===== config.mk =====
export PLATFORM = sky130hd
export DESIGN_NAME = dcache_controller
export DESIGN_NICKNAME = d
export VERILOG_FILES = /design/src/rtl/dcache_controller.sv
export SDC_FILE = /design/constraint.sdc
export NUM_CORES = 2
export LEC_CHECK = 0
export CORE_MARGIN = 8
export CORE_UTILIZATION = 50
export CTS_CLUSTER_SIZE = 14
export DETAILED_ROUTE_END_ITERATION = 7
export PLACE_DENSITY = 0.66
export SLEW_MARGIN = 20
export SYNTH_ARGS = -nofsm -noshare
export SYNTH_HDL_FRONTEND = slang
export SYNTH_MEMORY_MAX_BITS = 65536
export SYNTH_SLANG_ARGS = --single-unit

===== constraint.sdc =====
create_clock -name clk_i -period 6.7 [get_ports clk_i]
set_input_delay 1.005 -clock clk_i [delete_from_list [all_inputs] [get_ports clk_i]]
set_output_delay 1.005 -clock clk_i [all_outputs]
set_load 0.03 [all_outputs]

===== src/rtl/dcache_controller.sv =====
// dcache_controller: direct-mapped, write-back, write-allocate L1 data cache.
// Hits are served combinationally with no stall. A miss stalls the pipeline,
// writes back a dirty victim if needed, then refills the line from memory.
// Ports:
//   clk_i, rst_i          clock, synchronous active-high reset
//   cpu_req_i/write_i     MEM-stage access valid / store select
//   cpu_addr_i/data_i     byte address (word aligned) / store data
//   cpu_data_o            load data, nonzero only on a read hit
//   cpu_stall_o           pipeline freeze request (combinational)
//   mem_enable_o/write_o  memory request active / write-back select (registered)
//   mem_addr_o/data_o     line address / write-back line (registered)
//   mem_data_i/ack_i      fetched line / one-cycle completion pulse
module dcache_controller #(
  parameter int unsigned NUM_LINES = 16,
  parameter int unsigned LINE_BITS = 256
) (
  input  logic                 clk_i,
  input  logic                 rst_i,
  input  logic                 cpu_req_i,
  input  logic                 cpu_write_i,
  input  logic [31:0]          cpu_addr_i,
  input  logic [31:0]          cpu_data_i,
  output logic [31:0]          cpu_data_o,
  output logic                 cpu_stall_o,
  output logic                 mem_enable_o,
  output logic                 mem_write_o,
  output logic [31:0]          mem_addr_o,
  output logic [LINE_BITS-1:0] mem_data_o,
  input  logic [LINE_BITS-1:0] mem_data_i,
  input  logic                 mem_ack_i
);

  localparam int unsigned IDX_W = $clog2(NUM_LINES);
  localparam int unsigned OFF_W = 3;
  localparam int unsigned TAG_W = 32 - 5 - IDX_W;
  localparam int unsigned SEL_W = $clog2(LINE_BITS);

  typedef enum logic [1:0] {IDLE, WRITEBACK, ALLOCATE} state_t;

  state_t state, state_next;

  logic [NUM_LINES-1:0] valid_q;
  logic [NUM_LINES-1:0] dirty_q;
  logic [TAG_W-1:0]     tag_q  [NUM_LINES];
  logic [LINE_BITS-1:0] line_q [NUM_LINES];

  logic [IDX_W-1:0] idx;
  logic [TAG_W-1:0] addr_tag;
  logic [OFF_W-1:0] off;
  logic [SEL_W-1:0] sel;
  logic             hit;
  logic             write_hit;
  logic             unused_addr_bits;

  // Address split: [1:0] byte, [4:2] word, then index, then tag.
  assign off              = cpu_addr_i[4:2];
  assign idx              = cpu_addr_i[5 +: IDX_W];
  assign addr_tag         = cpu_addr_i[31 -: TAG_W];
  assign sel              = SEL_W'({off, 5'd0});
  assign unused_addr_bits = ^cpu_addr_i[1:0];

  assign hit       = valid_q[idx] && (tag_q[idx] == addr_tag);
  assign write_hit = !rst_i && (state == IDLE) && cpu_req_i && cpu_write_i && hit;

  // State register
  always_ff @(posedge clk_i) begin
    if (rst_i) state <= IDLE;
    else       state <= state_next;
  end

  // Next state and combinational CPU-side outputs
  always_comb begin
    state_next  = state;
    cpu_stall_o = 1'b0;
    cpu_data_o  = 32'd0;
    unique case (state)
      IDLE: begin
        if (cpu_req_i && !hit) begin
          cpu_stall_o = 1'b1;
          state_next  = (valid_q[idx] && dirty_q[idx]) ? WRITEBACK : ALLOCATE;
        end else if (cpu_req_i && !cpu_write_i) begin
          cpu_data_o = line_q[idx][sel +: 32];
        end
      end
      WRITEBACK: begin
        cpu_stall_o = 1'b1;
        if (mem_ack_i) state_next = ALLOCATE;
      end
      ALLOCATE: begin
        cpu_stall_o = 1'b1;
        if (mem_ack_i) state_next = IDLE;
      end
      default: state_next = IDLE;
    endcase
    // Reset overrides everything, including an in-flight ack.
    if (rst_i) begin
      state_next  = IDLE;
      cpu_stall_o = 1'b0;
      cpu_data_o  = 32'd0;
    end
  end

  // Line storage: store-hit word update and refill on the allocate ack
  always_ff @(posedge clk_i) begin
    if (rst_i) begin
      valid_q <= '0;
      dirty_q <= '0;
    end else if (write_hit) begin
      line_q[idx][sel +: 32] <= cpu_data_i;
      dirty_q[idx]           <= 1'b1;
    end else if ((state == ALLOCATE) && mem_ack_i) begin
      line_q[idx]  <= mem_data_i;
      tag_q[idx]   <= addr_tag;
      valid_q[idx] <= 1'b1;
      dirty_q[idx] <= 1'b0;
    end
  end

  // Memory-side outputs registered from the state being entered, so the
  // request is presented from the first cycle of WRITEBACK/ALLOCATE.
  always_ff @(posedge clk_i) begin
    if (rst_i) begin
      mem_enable_o <= 1'b0;
      mem_write_o  <= 1'b0;
      mem_addr_o   <= 32'd0;
      mem_data_o   <= '0;
    end else begin
      mem_enable_o <= (state_next != IDLE);
      mem_write_o  <= (state_next == WRITEBACK);
      if (state_next == WRITEBACK) begin
        mem_addr_o <= {tag_q[idx], idx, 5'd0};
        mem_data_o <= line_q[idx];
      end else if (state_next == ALLOCATE) begin
        mem_addr_o <= {addr_tag, idx, 5'd0};
        mem_data_o <= '0;
      end else begin
        mem_addr_o <= 32'd0;
        mem_data_o <= '0;
      end
    end
  end

endmodule


**The clock network**

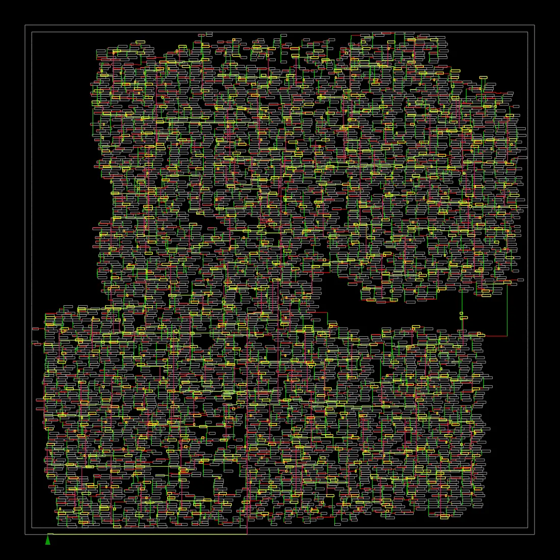
clkbuf count: 610
clock sinks: 4783
Clock group: 26.3 mW
Clock Skew: 0.05578 ns
flip-flops: 4783

**Clock network drawn from the DEF**

The bar under the picture is 200 um long.
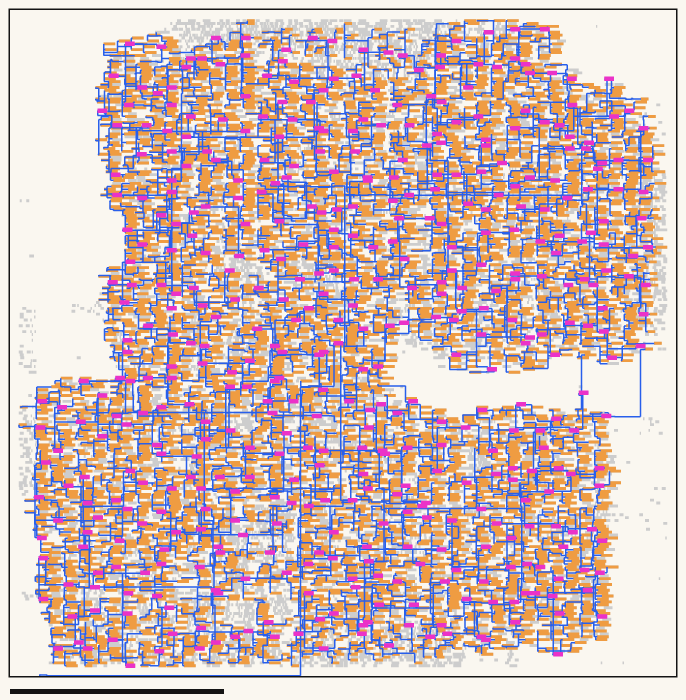
[flip-flops] orange | count: 4783
[clock drivers] magenta | count: 469
[clock wires] blue | length: 50.9 mm
routed clock nets	470
flops lie	widely spread

==> results.py <==
# Auto-generated metrics
metrics = {
    "route": {
        "wl_met2_um": 273200,
        "vias": 97100,
        "first_iter_violations": 13420,
        "drtPass1Iterations": 6,
    },
    "global_route": {
        "grt_pass1_vias": 95930,
        "met3_usage": 0.07258,
        "grt_busiest_layer": "met2",
        "globalRouteMet2Util": 0.4539,
        "grt_overflow": 0,
    },
    "sta": {
        "whs_ns": 0.4758,
        "drv_slew": 0,
        "fin_tns_setup_ns": 0,
    },
    "power": {
        "pwr-share-clk": 0.420,
        "switching_share": 0.2160,
        "p_seq_frac": 0.522,
        "powerDensity_nw_per_um2": 289.3,
        "cellInternalPower_mw": 49.07,
        "power_frac_comb": 0.058,
    },
    "worst_setup_path": {
        "cpMostUsedCell": "buf_4",
        "rrSetupSlack_ns": 1.56,
        "crit_required_ns": 5.69,
        "crit_slowest_cell": "or4_2",
    },
    "yosys": {
        "ys_async_sr_fraction": 0,
        "syn_avg_cell_area_um2": 21.44,
        "yosys.area_share.adder": 0.0004071,
        "compound_area_frac": 0.01245,
        "synthFlopType": "edfxtp_1",
        "top_cells_by_count": "edfxtp_1, mux4_2, nand2_1, dfxtp_1, and2_1",
        "yosys_cells": 8602,
        "xor_area_frac": 0.0009974,
        "yosys-dominant-comb-family": "multiplexers",
        "ys_ff": 4783,
    },
    "layout": {
        "diodes": 141,
        "largest_cell_class": "sequential cells",
        "largest_register": "line_q",
        "nNetsFinal": 10040,
        "syn2layout_area_growth_pct": 17.32,
        "lay_top_count": "edfxtp_1",
        "fin_cells": 15090,
        "largest_reg_flops": 4096,
    },
    "die": {
        "fp.coreArea_um2": 368000,
        "rows": 223,
        "nWellTaps": 4837,
        "dieArea_um2": 388500,
        "die_h_um": 623.3,
    },
    "run_status": {
        "status": "finished, final reports clean",
    },
    "placement": {
        "dp_cells": 14070,
        "place_congestion": 0.8790,
        "port_buffers": 640,
    },
    "clock_network": {
        "cts-root-buf": "clkbuf_16",
        "numCtsBuffers": 469,
        "cts_buffer_depth": 4,
        "cts-hold-fix-buffers": 0,
        "ctsResizeCount": 0,
    },
}
power groups by stage:
stage | Sequential, mW | Combinational (mW) | Clock [mW]
after detailed placement | 33.3 | 3.60 | 0
after global placement | 33.3 | 3.54 | 0
final | 32.7 | 3.64 | 26.3
after floorplan | 33.3 | 1.78 | 0
after global routing | 32.7 | 3.73 | 27.6
after CTS | 32.7 | 3.61 | 26.5
worst paths after layout:
check	startpoint	cells past startpoint	to
max	cpu_addr_i[8]	16	cpu_data_o[23]
min reg2reg	flop	2	flop
max reg2reg	tag_q[5][11]	14	line_q[4][162]
min	flop	2	flop
Power and IR drop assume default switching activity.
